File: src/rtl/icache_responder_pkg.sv
// icache_responder_pkg
//   Shared types and constants for the instruction-side cache responder:
//   word type, default geometry, address split, frame layout and FSM states.
//   Optional feature macro used by the top: ICACHE_STATS_EN.
package icache_responder_pkg;

   typedef logic [31:0] word_t;

   localparam int ICACHE_SETS = 16;
   localparam int IIDX_W      = $clog2(ICACHE_SETS);
   localparam int ITAG_W      = 32 - IIDX_W - 2;
   // Frames hold the widest tag any legal SETS (>= 2) can produce, zero-extended.
   localparam int ITAG_MAX_W  = 29;

   typedef struct packed {
      logic [ITAG_W-1:0] tag;
      logic [IIDX_W-1:0] idx;
      logic [1:0]        bytoff;
   } icache_addr_t;

   typedef struct packed {
      logic                  valid;
      logic [ITAG_MAX_W-1:0] tag;
      word_t                 data;
   } icache_frame_t;

   typedef enum logic {
      IDLE  = 1'b0,
      FETCH = 1'b1
   } icache_state_t;

endpackage

File: src/rtl/icache_responder_if.sv
// icache_responder_if
//   Bundles the fetch-side (imem*) and memory-side (i*) signals of the
//   instruction cache.
//   slave  : the cache's view (takes requests, returns instructions, reads memory)
//   master : the environment's view (fetch stage + memory arbiter)
interface icache_responder_if;
   import icache_responder_pkg::*;

   logic  imemREN;
   word_t imemaddr;
   logic  inval;
   logic  ihit;
   word_t imemload;
   logic  iREN;
   word_t iaddr;
   logic  iwait;
   word_t iload;

   modport slave (
      input  imemREN, imemaddr, inval, iwait, iload,
      output ihit, imemload, iREN, iaddr
   );

   modport master (
      output imemREN, imemaddr, inval, iwait, iload,
      input  ihit, imemload, iREN, iaddr
   );
endinterface

File: src/rtl/icache_responder_frames.sv
// icache_frames
//   Direct-mapped frame storage: one combinational read port, one write
//   port, bulk invalidate. Invalidate overrides the valid bit of a write
//   landing on the same edge.
//   CLK, nRST          : clock, async active-low reset
//   rd_idx_i/rd_frame_o: combinational lookup
//   wr_en_i/wr_idx_i/wr_frame_i : frame fill
//   inval_i            : clear every valid bit at the next edge
module icache_frames
   import icache_responder_pkg::*;
#(
   parameter int    SETS             = ICACHE_SETS,
   parameter word_t RESET_FRAME_DATA = 32'h0,
   localparam int   IDX_W            = $clog2(SETS)
) (
   input  logic               CLK,
   input  logic               nRST,
   input  logic [IDX_W-1:0]   rd_idx_i,
   output icache_frame_t      rd_frame_o,
   input  logic               wr_en_i,
   input  logic [IDX_W-1:0]   wr_idx_i,
   input  icache_frame_t      wr_frame_i,
   input  logic               inval_i
);

   icache_frame_t frames_q [SETS];

   assign rd_frame_o = frames_q[rd_idx_i];

   always_ff @(posedge CLK or negedge nRST) begin
      if (!nRST) begin
         for (int i = 0; i < SETS; i++) begin
            frames_q[i].valid <= 1'b0;
            frames_q[i].tag   <= '0;
            frames_q[i].data  <= RESET_FRAME_DATA;
         end
      end else begin
         if (wr_en_i)
            frames_q[wr_idx_i] <= wr_frame_i;
         if (inval_i)
            for (int i = 0; i < SETS; i++)
               frames_q[i].valid <= 1'b0;
      end
   end

endmodule

File: src/rtl/icache_responder.sv
// icache_responder
//   Direct-mapped, one-word-per-block instruction cache between the fetch
//   stage and the memory arbiter. Hits answer combinationally; a miss
//   issues one word read and fills the frame.
//   CLK, nRST : clock, async active-low reset
//   bus       : icache_responder_if.slave (imem* fetch side, i* memory side)
//   hit_count, miss_count : saturating statistics, only with ICACHE_STATS_EN
//
//   state | meaning
//   ------+-------------------------------------------------------------
//   IDLE  | look up imemaddr; hit answers now, miss latches miss_addr
//   FETCH | read miss_addr from memory until iwait drops, then fill
module icache_responder
   import icache_responder_pkg::*;
#(
   parameter int    SETS             = ICACHE_SETS,
   parameter word_t RESET_FRAME_DATA = 32'h0
) (
   input  logic              CLK,
   input  logic              nRST,
   icache_responder_if.slave bus
`ifdef ICACHE_STATS_EN
   ,
   output word_t             hit_count,
   output word_t             miss_count
`endif
);

   localparam int IDX_W = $clog2(SETS);

   icache_state_t         state_q, state_d;
   word_t                 miss_addr_q, miss_addr_d;
   logic                  inval_pend_q, inval_pend_d;
   logic [IDX_W-1:0]      rd_idx, wr_idx;
   logic [ITAG_MAX_W-1:0] rd_tag;
   icache_frame_t         rd_frame, wr_frame;
   logic                  wr_en;
   logic                  hit;

   assign rd_idx = IDX_W'(bus.imemaddr >> 2);
   assign rd_tag = ITAG_MAX_W'(bus.imemaddr >> (IDX_W + 2));
   assign wr_idx = IDX_W'(miss_addr_q >> 2);

   assign hit = (state_q == IDLE) && bus.imemREN && !bus.inval &&
                rd_frame.valid && (rd_frame.tag == rd_tag);

   icache_frames #(
      .SETS             (SETS),
      .RESET_FRAME_DATA (RESET_FRAME_DATA)
   ) u_frames (
      .CLK        (CLK),
      .nRST       (nRST),
      .rd_idx_i   (rd_idx),
      .rd_frame_o (rd_frame),
      .wr_en_i    (wr_en),
      .wr_idx_i   (wr_idx),
      .wr_frame_i (wr_frame),
      .inval_i    (bus.inval)
   );

   always_ff @(posedge CLK or negedge nRST) begin
      if (!nRST) begin
         state_q      <= IDLE;
         miss_addr_q  <= '0;
         inval_pend_q <= 1'b0;
      end else begin
         state_q      <= state_d;
         miss_addr_q  <= miss_addr_d;
         inval_pend_q <= inval_pend_d;
      end
   end

   always_comb begin
      state_d        = state_q;
      miss_addr_d    = miss_addr_q;
      inval_pend_d   = inval_pend_q;
      bus.ihit       = 1'b0;
      bus.imemload   = '0;
      bus.iREN       = 1'b0;
      bus.iaddr      = '0;
      wr_en          = 1'b0;
      // Any inval seen during the read poisons the fill.
      wr_frame.valid = !(bus.inval || inval_pend_q);
      wr_frame.tag   = ITAG_MAX_W'(miss_addr_q >> (IDX_W + 2));
      wr_frame.data  = bus.iload;
      unique case (state_q)
         IDLE: begin
            if (hit) begin
               bus.ihit     = 1'b1;
               bus.imemload = rd_frame.data;
            end else if (bus.imemREN && !bus.inval) begin
               // An inval cycle only flushes; the request is re-looked-up next cycle.
               miss_addr_d  = bus.imemaddr;
               inval_pend_d = 1'b0;
               state_d      = FETCH;
            end
         end
         FETCH: begin
            bus.iREN  = 1'b1;
            bus.iaddr = miss_addr_q & 32'hFFFF_FFFC;
            if (bus.inval)
               inval_pend_d = 1'b1;
            if (!bus.iwait) begin
               wr_en        = 1'b1;
               inval_pend_d = 1'b0;
               state_d      = IDLE;
            end
         end
         default: state_d = IDLE;
      endcase
   end

`ifdef ICACHE_STATS_EN
   word_t hit_count_q, miss_count_q;

   always_ff @(posedge CLK or negedge nRST) begin
      if (!nRST) begin
         hit_count_q  <= '0;
         miss_count_q <= '0;
      end else begin
         if (bus.ihit && hit_count_q != 32'hFFFF_FFFF)
            hit_count_q <= hit_count_q + 32'd1;
         if (state_q == IDLE && state_d == FETCH && miss_count_q != 32'hFFFF_FFFF)
            miss_count_q <= miss_count_q + 32'd1;
      end
   end

   assign hit_count  = hit_count_q;
   assign miss_count = miss_count_q;
`endif

endmodule

File: src/flat_wrapper.sv
// flat-port wrapper written by rule: the top's interface ports become plain ports
module icache_responder_flat import icache_responder_pkg::*;
#(
   parameter int    SETS             = ICACHE_SETS,
   parameter word_t RESET_FRAME_DATA = 32'h0
)
  (CLK, nRST, bus_imemREN, bus_imemaddr, bus_inval, bus_iwait, bus_iload, bus_ihit, bus_imemload, bus_iREN, bus_iaddr);
  icache_responder_if bus_i ();
  input  logic CLK;
  input  logic nRST;
  input wire logic [$bits(bus_i.imemREN)-1:0] bus_imemREN;
  input wire logic [$bits(bus_i.imemaddr)-1:0] bus_imemaddr;
  input wire logic [$bits(bus_i.inval)-1:0] bus_inval;
  input wire logic [$bits(bus_i.iwait)-1:0] bus_iwait;
  input wire logic [$bits(bus_i.iload)-1:0] bus_iload;
  output wire logic [$bits(bus_i.ihit)-1:0] bus_ihit;
  output wire logic [$bits(bus_i.imemload)-1:0] bus_imemload;
  output wire logic [$bits(bus_i.iREN)-1:0] bus_iREN;
  output wire logic [$bits(bus_i.iaddr)-1:0] bus_iaddr;
  assign bus_i.imemREN = bus_imemREN;
  assign bus_i.imemaddr = bus_imemaddr;
  assign bus_i.inval = bus_inval;
  assign bus_i.iwait = bus_iwait;
  assign bus_i.iload = bus_iload;
  assign bus_ihit = bus_i.ihit;
  assign bus_imemload = bus_i.imemload;
  assign bus_iREN = bus_i.iREN;
  assign bus_iaddr = bus_i.iaddr;
  icache_responder #(.SETS(SETS), .RESET_FRAME_DATA(RESET_FRAME_DATA)) u_core (.CLK(CLK), .nRST(nRST), .bus(bus_i));
endmodule
File: config.mk
export PLATFORM = sky130hd
export DESIGN_NAME = icache_responder_flat
export DESIGN_NICKNAME = d
export VERILOG_FILES = /design/src/rtl/icache_responder_pkg.sv /design/src/rtl/icache_responder_if.sv /design/src/rtl/icache_responder_frames.sv /design/src/rtl/icache_responder.sv /design/src/flat_wrapper.sv
export SDC_FILE = /design/constraint.sdc
export NUM_CORES = 1
export LEC_CHECK = 0
export CAP_MARGIN = 20
export CELL_PAD_IN_SITES_DETAIL_PLACEMENT = 2
export CELL_PAD_IN_SITES_GLOBAL_PLACEMENT = 2
export CORE_UTILIZATION = 35
export DETAILED_ROUTE_END_ITERATION = 6
export MAX_ROUTING_LAYER = met4
export PLACE_DENSITY = 0.68
export SLEW_MARGIN = 15
export SYNTH_ARGS = -nofsm -noshare
export SYNTH_HDL_FRONTEND = slang
export SYNTH_SLANG_ARGS = --single-unit
File: constraint.sdc
create_clock -name CLK -period 4.69 [get_ports CLK]
set_clock_uncertainty 0.2 [all_clocks]
set_input_delay 0.938 -clock CLK [delete_from_list [all_inputs] [get_ports CLK]]
set_output_delay 0.938 -clock CLK [all_outputs]
set_load 0.005 [all_outputs]
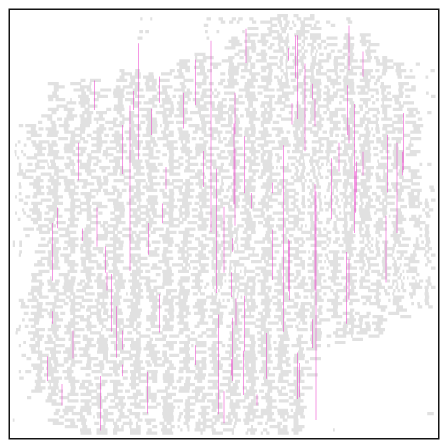
Figure 1: run 1, signal wires on met4.
Cells faint in the background.
wire length on this layer: 3580 um
nets with wire on the layer: 33
longest straight run: 192 um
main direction: vertical
share of all routed wire: 2.6%

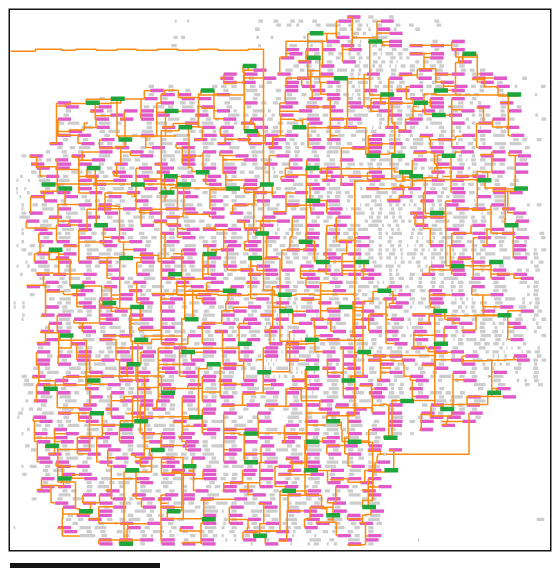
Figure 2: run 1, clock network drawn from the DEF.
Scale bar: 100 um.
[magenta] flip-flops | count: 976
[orange] clock wires | length: 13400 um
[green] clock drivers | count: 106
flops lie: widely spread

==> flow_summary.json, run 1 <==
{
  "drtAntennaViolNets": 0,
  "cp_data_arrival_time_ps": 3870,
  "areaGrowthSynthToFinish_pct": 19.5,
  "largest_area_cell": "dfrtp_1",
  "io_buffers": 130,
  "initial_core_util_pct": 35.5,
  "wl_mm": 138,
  "p_sw_mw": 8.21,
  "irDropWorstVdd_mv": 0.330,
  "cts_buffers": 106,
  "track_usage_pct": 22.2,
  "ys_ff": 976,
  "setup_viol": 33,
  "grt_pass1_vias": 30800,
  "clock_latency_ps": 730,
  "worstMarginPinSlew_ps": 1030,
  "wl_per_cell_um": 28.7,
  "die_h_um": 360,
  "violations": "negative setup slack",
  "syn_inst": 2834,
  "netlist_area_um2": 44800,
  "slowest_stage": "mux4_2",
  "clockPowerShare_pct": 29.4,
  "async_flop_share_pct": 100,
  "ys_area_um2": 44800,
  "crit_fanout": 7,
  "synth-main-ff-cell": "dfrtp_1",
  "warning_count": 33,
  "layout-drive-gt1-share_pct": 54.4,
  "endpoint_kind": "output pin",
  "synthMostInstantiatedCell": "dfrtp_1",
  "core_um2": 126000,
  "top_cell_area_share_pct": 54.6,
  "path_class": "in2out",
  "p_sw_share_pct": 27.6,
  "min_period_ps": 5000,
  "firstDrtPassIters": 4,
  "seqPwrFrac_pct": 46.7,
  "num_rows": 130,
  "layout_setup_ws_ps": -314,
  "path_cells": "buf_16, buf_16, buf_4, mux4_2, mux2i_2, nor2_2, nor3_2, buf_4, o211ai_1, nor3_2, nand4_1, buf_6, buf_12, buf_6, nor2b_1, buf_2",
  "hp-class": "in2async",
  "status": "finished, violations left"
}
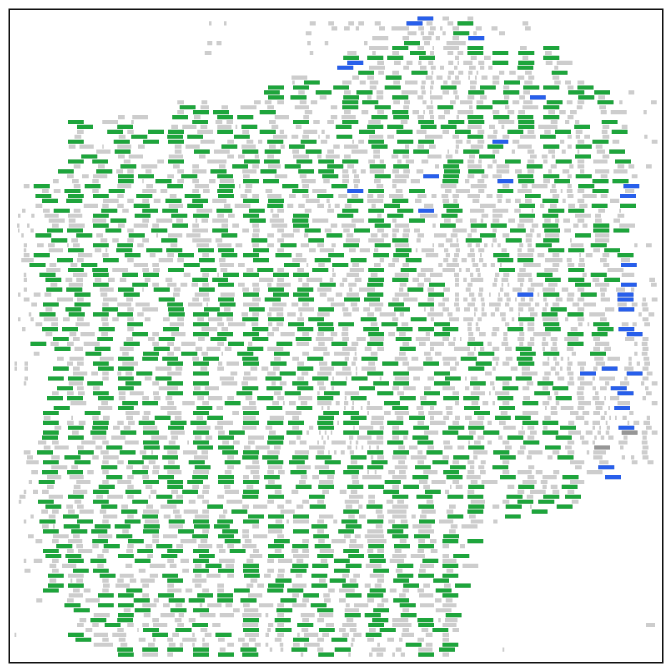
Figure 3: run 1, sequential cells grouped by signal name.
[blue] u_core.miss_addr_q | flops: 30
[green] u_core.u_frames.frames_q | flops: 944 | where: widely spread

==> run 1: what timing repair did <==
item | in CTS | in global routing
gates resized | 190 | 29
buffers inserted | 15 | 14
endpoints found under the setup margin | 33 | 33
pin swaps | 13 | 9
cloned | 6 | 0
==> run 1: layout by cell type, fill, tap and decap left out, types with 6 or more instances in the layout <==
master / count
a22oi_1: 11
a21oi_1: 11
nor2b_4: 8
buf_4: 150
buf_12: 54
a211oi_1: 8
nor2_1: 42
and2_1: 31
buf_2: 32
buf_6: 14
nand3_1: 9
buf_16: 8
clkbuf_16: 106
nand2_1: 24
dfrtp_1: 976
bufinv_16: 11
clkdlybuf4s50_1: 92
clkinv_2: 14
mux2_4: 29
mux4_2: 247
nand2_4: 9
o211ai_1: 8
clkbuf_1: 32
mux2i_2: 6
nand4_1: 14
nor2b_1: 29
mux2_2: 941
nand2b_1: 8
mux2i_1: 64
xnor2_1: 16
nor2b_2: 6
diode_2: 7
clkbuf_8: 22
==> run 1: through the flow <==
stage	std cells	power, mW
floorplan	2835	18.3
finish	4791	29.7
detailed placement	4557	20.9
CTS	4773	30.0
global placement	4557	19.9
global route	4790	31.2
==> run 1: state kept, by name, indices dropped and copies added (netlist names) <==
register	count
u_core.u_frames.frames_q	944
u_core.state_q	1
u_core.inval_pend_q	1
u_core.miss_addr_q	30
==> run 1: final cells by class <==
cell class | instances | area [um^2]
Antenna cell | 7 | 17.5
Inverter | 6 | 30.0
Clock inverter | 35 | 576
Tap cell | 1650 | 2060
Timing Repair Buffer | 354 | 3730
Fill cell | 11900 | 72700
Sequential cell | 976 | 24400
Multi-Input combinational cell | 1603 | 19600
Clock buffer | 160 | 3080
==> run 1: final timing paths <==
| check | endpoint | slack [ps] | from |
|---|---|---|---|
| setup / recovery | bus_imemload[9] | -310 | bus_imemaddr[2] |
| hold / removal | u_core.miss_addr_q[30] | 40 | nRST |
| setup reg to reg | u_core.u_frames.frames_q[845] | 1470 | u_core.state_q |
| hold reg to reg | u_core.u_frames.frames_q[89] | 300 | u_core.u_frames.frames_q[89] |
| max in group asynchronous | u_core.u_frames.frames_q[767] | 3030 | nRST |
| min in group CLK | u_core.u_frames.frames_q[89] | 300 | u_core.u_frames.frames_q[89] |
==> run 1: cells by family (layout without fill, tap and decap cells) <==
group	after synthesis	in the layout	synth area share (%)
muxes	1290	1290	38.7
DFF	976	976	54.6
buffers and inverters	256	555	2.44
and+or+nand+nor	209	209	2.54
AOI/OAI and AO/OA	79	79	1.29
xor gates and xnor gates	23	23	0.450
other	1	9	0.00838
==> run 1: metal layers <==
metal / vias up / GRT usage [%] / share of wire [%]
met5: - / - / 0
met4: 0 / 5.70 / 2.6
met3: 207 / 2.85 / 3.3
met2: 459 / 37.1 / 50
met1: 14600 / 28.4 / 44
li1: 11000 / - / -
==> run 1: power groups by stage <==
stage          clock network, mW  logic, mW  registers, mW
6_report                    8.73       7.12           13.9
5_1_grt                     9.27       7.67           14.2
4_1_cts                     8.99       7.19           13.8
3_5_place_dp                   0       6.98           13.9
3_3_place_gp                   0       6.52           13.4
2_1_floorplan                  0       5.33           12.9
Figure 4. Routing congestion map (run 1).
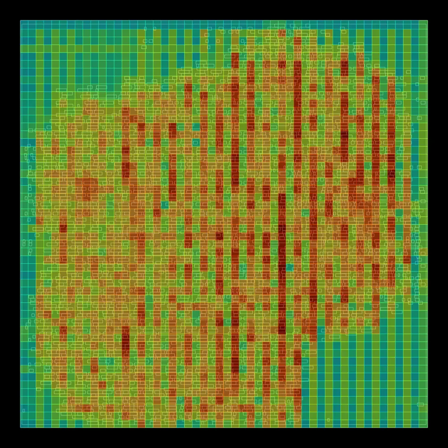

==> run 2, diff against run 1 <==
Settings changed: CELL_PAD_IN_SITES_DETAIL_PLACEMENT 2 to 1.
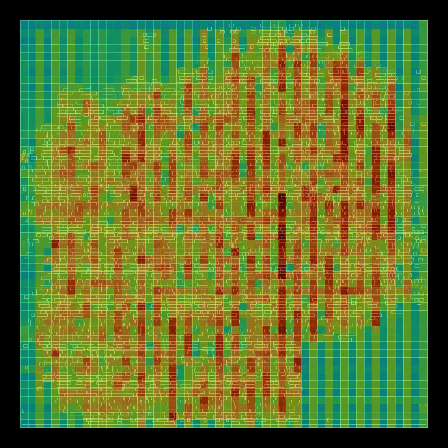
Figure 5: run 2, routing congestion map.
Finished Core Util: 42.5%
GRT Total Usage: 21.1%
Global Route met3 Usage: 3.53%
gr busiest metal: met2

==> run 2 against run 1 <==
The flow still finishes with violations (negative setup slack). Total power decreased by 0.60%. Core utilization increased by 0.12 points. Final area increased by 0.28%. First-iteration DRC count increased by 0.88%. Sequential share of layout area fell by 0.13 points. Combinational power down 2%. Critical endpoint is now bus_imemload[13]. Largest cell class unchanged.
==> flow_summary.json, run 2 <==
{
  "synthMuxAreaShare_pct": 38.7,
  "setup_viol": 33,
  "layout-drive-gt1-share_pct": 54.5,
  "path_cells": "buf_12, buf_6, mux2_2, o21ai_0, a211oi_1, nor3_2, buf_4, o211ai_1, nor3_2, nand4_1, buf_12, buf_16, buf_8, nor2b_1, buf_2",
  "die_h_um": 360,
  "status": "finished, violations left",
  "p_sw_mw": 7.89,
  "violations": "negative setup slack",
  "warning_count": 32,
  "firstDrtPassIters": 5,
  "layout_top_cell": "dfrtp_1",
  "r2r-end": "u_core.miss_addr_q[31]",
  "irDropWorstVdd_mv": 0.310,
  "ys_area_um2": 44800,
  "wl_mm": 131,
  "clockPowerShare_pct": 29.8,
  "hp-class": "in2async",
  "endpoint_kind": "output pin",
  "ys_ff": 976,
  "seqPwrFrac_pct": 46.5,
  "top_cell_area_share_pct": 54.6,
  "cts_buffers": 108,
  "p_total_mw": 29.5,
  "async_flop_share_pct": 100,
  "wl_per_cell_um": 27.3,
  "layout_setup_ws_ps": -227,
  "min_period_ps": 4920
}
[run 2: cell counts after synthesis]
No cell type changed its count.
[run 2: kinds of logic (layout without fill, tap and decap cells)]
family	after synthesis	count (layout)
simple gates	209	209
compound gates	79	79
xor+xnor	23	23
flops	976	976
buf+inv	256	548
other cells	1	8
mux	1290	1290
[run 2: power by group through the flow]
stage	clock network (mW)	registers (mW)	logic (mW)
floorplan	0	12.9	5.33
global placement	0	13.4	6.52
detailed placement	0	13.8	6.88
CTS	9.05	13.7	7.04
global route	9.36	14.2	7.57
finish	8.81	13.7	7.00
[run 2: repair_timing]
item,4_1_cts,5_1_grt
gates resized,205,32
hold buffers,0,0
setup endpoints to repair,33,33
cloned,4,3
pin swaps,16,8
setup buffers,20,4
[run 2: worst max-delay path by stage]
stage                          startpoint               end  slack [ps]  cells after the start
after global placement    bus_imemaddr[2]   bus_imemload[3]        -780                     15
final                     bus_imemaddr[3]  bus_imemload[13]        -230                     15
after CTS                 bus_imemaddr[2]  bus_imemload[13]        -220                     14
after detailed placement  bus_imemaddr[2]   bus_imemload[3]        -790                     14
after global routing      bus_imemaddr[2]  bus_imemload[17]        -320                     15
after floorplan           bus_imemaddr[2]  bus_imemload[13]          30                      9
[run 2: cell type report]
type                       instances  area (um^2)
clock buffer                     163         3200
multi-input combinational       1603        19600
fill                           12300        72600
clock inverter                    29          493
antenna                            6         15.0
timing repair buffer             350         3780
tap                             1650         2060
inverter                           6         27.5
sequential                       976        24400
[run 2: metrics by stage]
step | setup slack, ps | utilization [%] | hold WS, ps | setup TNS (ps) | cells
final | -227 | 42.5 | 72.3 | -5620 | 4783
after floorplan | 28.1 | - | 271 | 0 | 2835
after global placement | -775 | 39.0 | 281 | -22930 | 4557
after global routing | -324 | 42.5 | 106 | -8630 | 4783
after CTS | -223 | 42.3 | 84.0 | -3530 | 4770
after detailed placement | -794 | 39.0 | 288 | -22150 | 4557
[run 2: metal layers]
layer	track usage, %	vias to the layer above	routed length, um
met2	34.0	497	63800
li1	-	11000	-
met3	3.53	190	5850
met4	5.96	0	3490
met5	-	-	0
met1	27.4	14300	57400
[run 2: worst reg2reg max path, stage by stage, from the launching register on]
cell       delay [ps]
dfrtp_1           380
mux4_2            480
o211ai_1          230
nand2_1            90
mux2_2            310
buf_4             140
buf_4             120
o2111ai_1         100
nor4_2             70
buf_4             160
a21boi_4          260
buf_12            240
mux2_2            350
Figure 6. Signal wires on met4 (run 2).
Cells faint in the background.
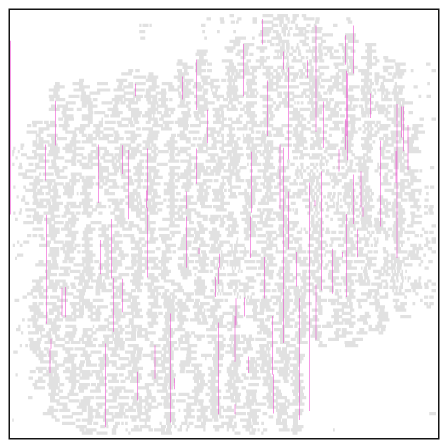

==> run 3, diff against run 2 <==
Settings changed: CORE_UTILIZATION 35 to 25, PLACE_DENSITY 0.68 to 0.52, SYNTH_HIERARCHICAL from default to 1.
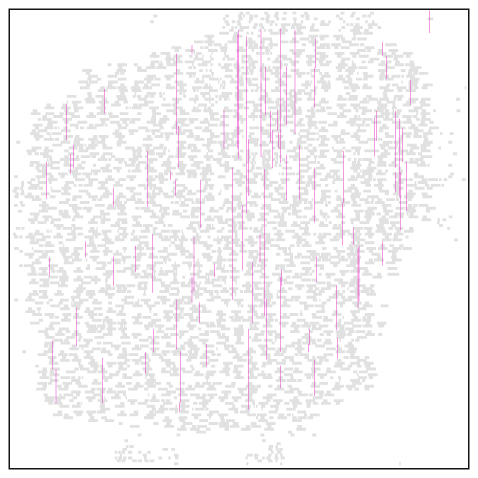
Figure 7: run 3, signal wires on met4.
Cells faint in the background.
nets with wire on the layer: 36
wire length on this layer: 3640 um
share of all routed wire: 2.5%
main direction: vertical

==> run 3 against run 2 <==
The run still ends with negative setup slack left. Final cell count is 20% higher. Combinational power is 0.9% higher. Count of clock-buffer cells in the layout is 26 higher. Via count is 2.6% higher. Die size is 46% higher. Sequential power is 5% higher. Sequential cell count is 48 higher. First-iteration DRC count is 0.16% lower. Hold slack worse by 29 ps.
==> flow_summary.json, run 3 <==
{
  "status": "finished, violations left",
  "violations": "negative setup slack",
  "die_h_um": 434,
  "setup_tns_ps": -10830,
  "irDropWorstVdd_mv": 0.369,
  "p_total_mw": 31.6,
  "path_class": "in2out",
  "core_um2": 185000,
  "slowest_stage": "mux4_2",
  "layout_top_cell": "dfrtp_1",
  "netlist_area_um2": 46700,
  "reg_top3": "u_core/u_frames/frames_q (992), u_core/miss_addr_q (30)",
  "clock_latency_ps": 770,
  "setup_viol": 33,
  "endpoint_kind": "output pin",
  "track_usage_pct": 16.3,
  "hp-class": "in2async",
  "ys_area_um2": 46700,
  "largest_area_cell": "dfrtp_1",
  "layout_setup_ws_ps": -411,
  "n_fill_cell": 19300,
  "hold_ws_ps": 43.3,
  "mostFrequentLayoutCells": "dfrtp_1 (1024), mux2_2 (920), mux4_2 (248)"
}
==> run 3: cell types whose count changed after synthesis, sizes merged, moves of 36 or more <==
cell / before / now
mux2: 970 / 1006
nor2b: 43 / 7
a22oi: 11 / 124
dfrtp: 976 / 1024
mux2i: 73 / 0
==> run 3: metrics by stage <==
stage          utilization, %  setup WS (ps)  cell area (um^2)  cells
5_1_grt                  30.9           -536             57400   5758
2_1_floorplan               -           22.7             46800   2934
6_report                 30.9           -411             57400   5759
3_3_place_gp             28.1          -1470             52100   5479
4_1_cts                  30.7           -556             57000   5731
3_5_place_dp             28.1          -1550             52100   5479
==> run 3: logic make-up (layout without fill, tap and decap cells) <==
logic type	after synthesis	after routing	synth area share, %
muxes	1254	1254	36.7
DFF	1024	1024	54.9
and+or+nand+nor	189	189	2.42
buffers and inverters	274	614	3.10
other	1	28	0.00803
xor gates and xnor gates	26	26	0.488
AOI/OAI and AO/OA	144	144	2.36
==> run 3: cell type report <==
type	instances	area (um^2)	share of cell area [%]
flip-flops and latches	1024	25600	44.7
clock buffers	189	3810	6.64
diodes	5	12.5	0.0218
repair buffers	371	4310	7.51
inverters	13	48.8	0.0851
multi-input cells	1636	20000	34.8
well taps	2480	3100	5.41
clock inverters	41	495	0.864
==> run 3: path summary, 6_finish.rpt <==
kind | startpoint | to | slack [ps] | cells after the start
hold / removal | nRST | u_core/u_frames/frames_q[104] | 40 | 1
max in group asynchronous | nRST | u_core/u_frames/frames_q[701] | 3030 | 2
hold reg to reg | u_core/u_frames/frames_q[922] | u_core/u_frames/frames_q[922] | 290 | 1
min in group CLK | u_core/u_frames/frames_q[922] | u_core/u_frames/frames_q[922] | 290 | 1
setup reg to reg | u_core/u_frames/frames_q[990] | u_core/miss_addr_q[14] | 1440 | 10
setup / recovery | bus_imemaddr[2] | bus_imemload[25] | -410 | 17
==> run 3: repair_timing <==
item	CTS	global route
hold buffers	0	0
pin swaps	10	14
gates cloned	7	3
setup endpoints to repair	33	33
gates resized	143	77
buffers inserted	17	26
==> run 3: report_power, final <==
part	internal, mW	switching, mW
clock	6.09	4.02
combinational	4.68	2.37
sequential	12.4	2.03
total	23.1	8.42
==> run 3: routing by layer <==
metal,track usage [%],share of wire (%),up-vias
met4,4.58,2.5,0
met2,26.5,50,310
met5,-,0,-
met1,21.3,46,14700
li1,-,-,11400
met3,2.15,2.4,209
==> run 3: critical path: cells and delay by family <==
| family | cells | cell delay, ps |
|---|---|---|
| mux | 1 | 490 |
| xor+xnor | 1 | 180 |
| compound gates | 1 | 170 |
| simple gates | 5 | 1080 |
| buf+inv | 9 | 1060 |
Power and IR drop assume default switching activity.
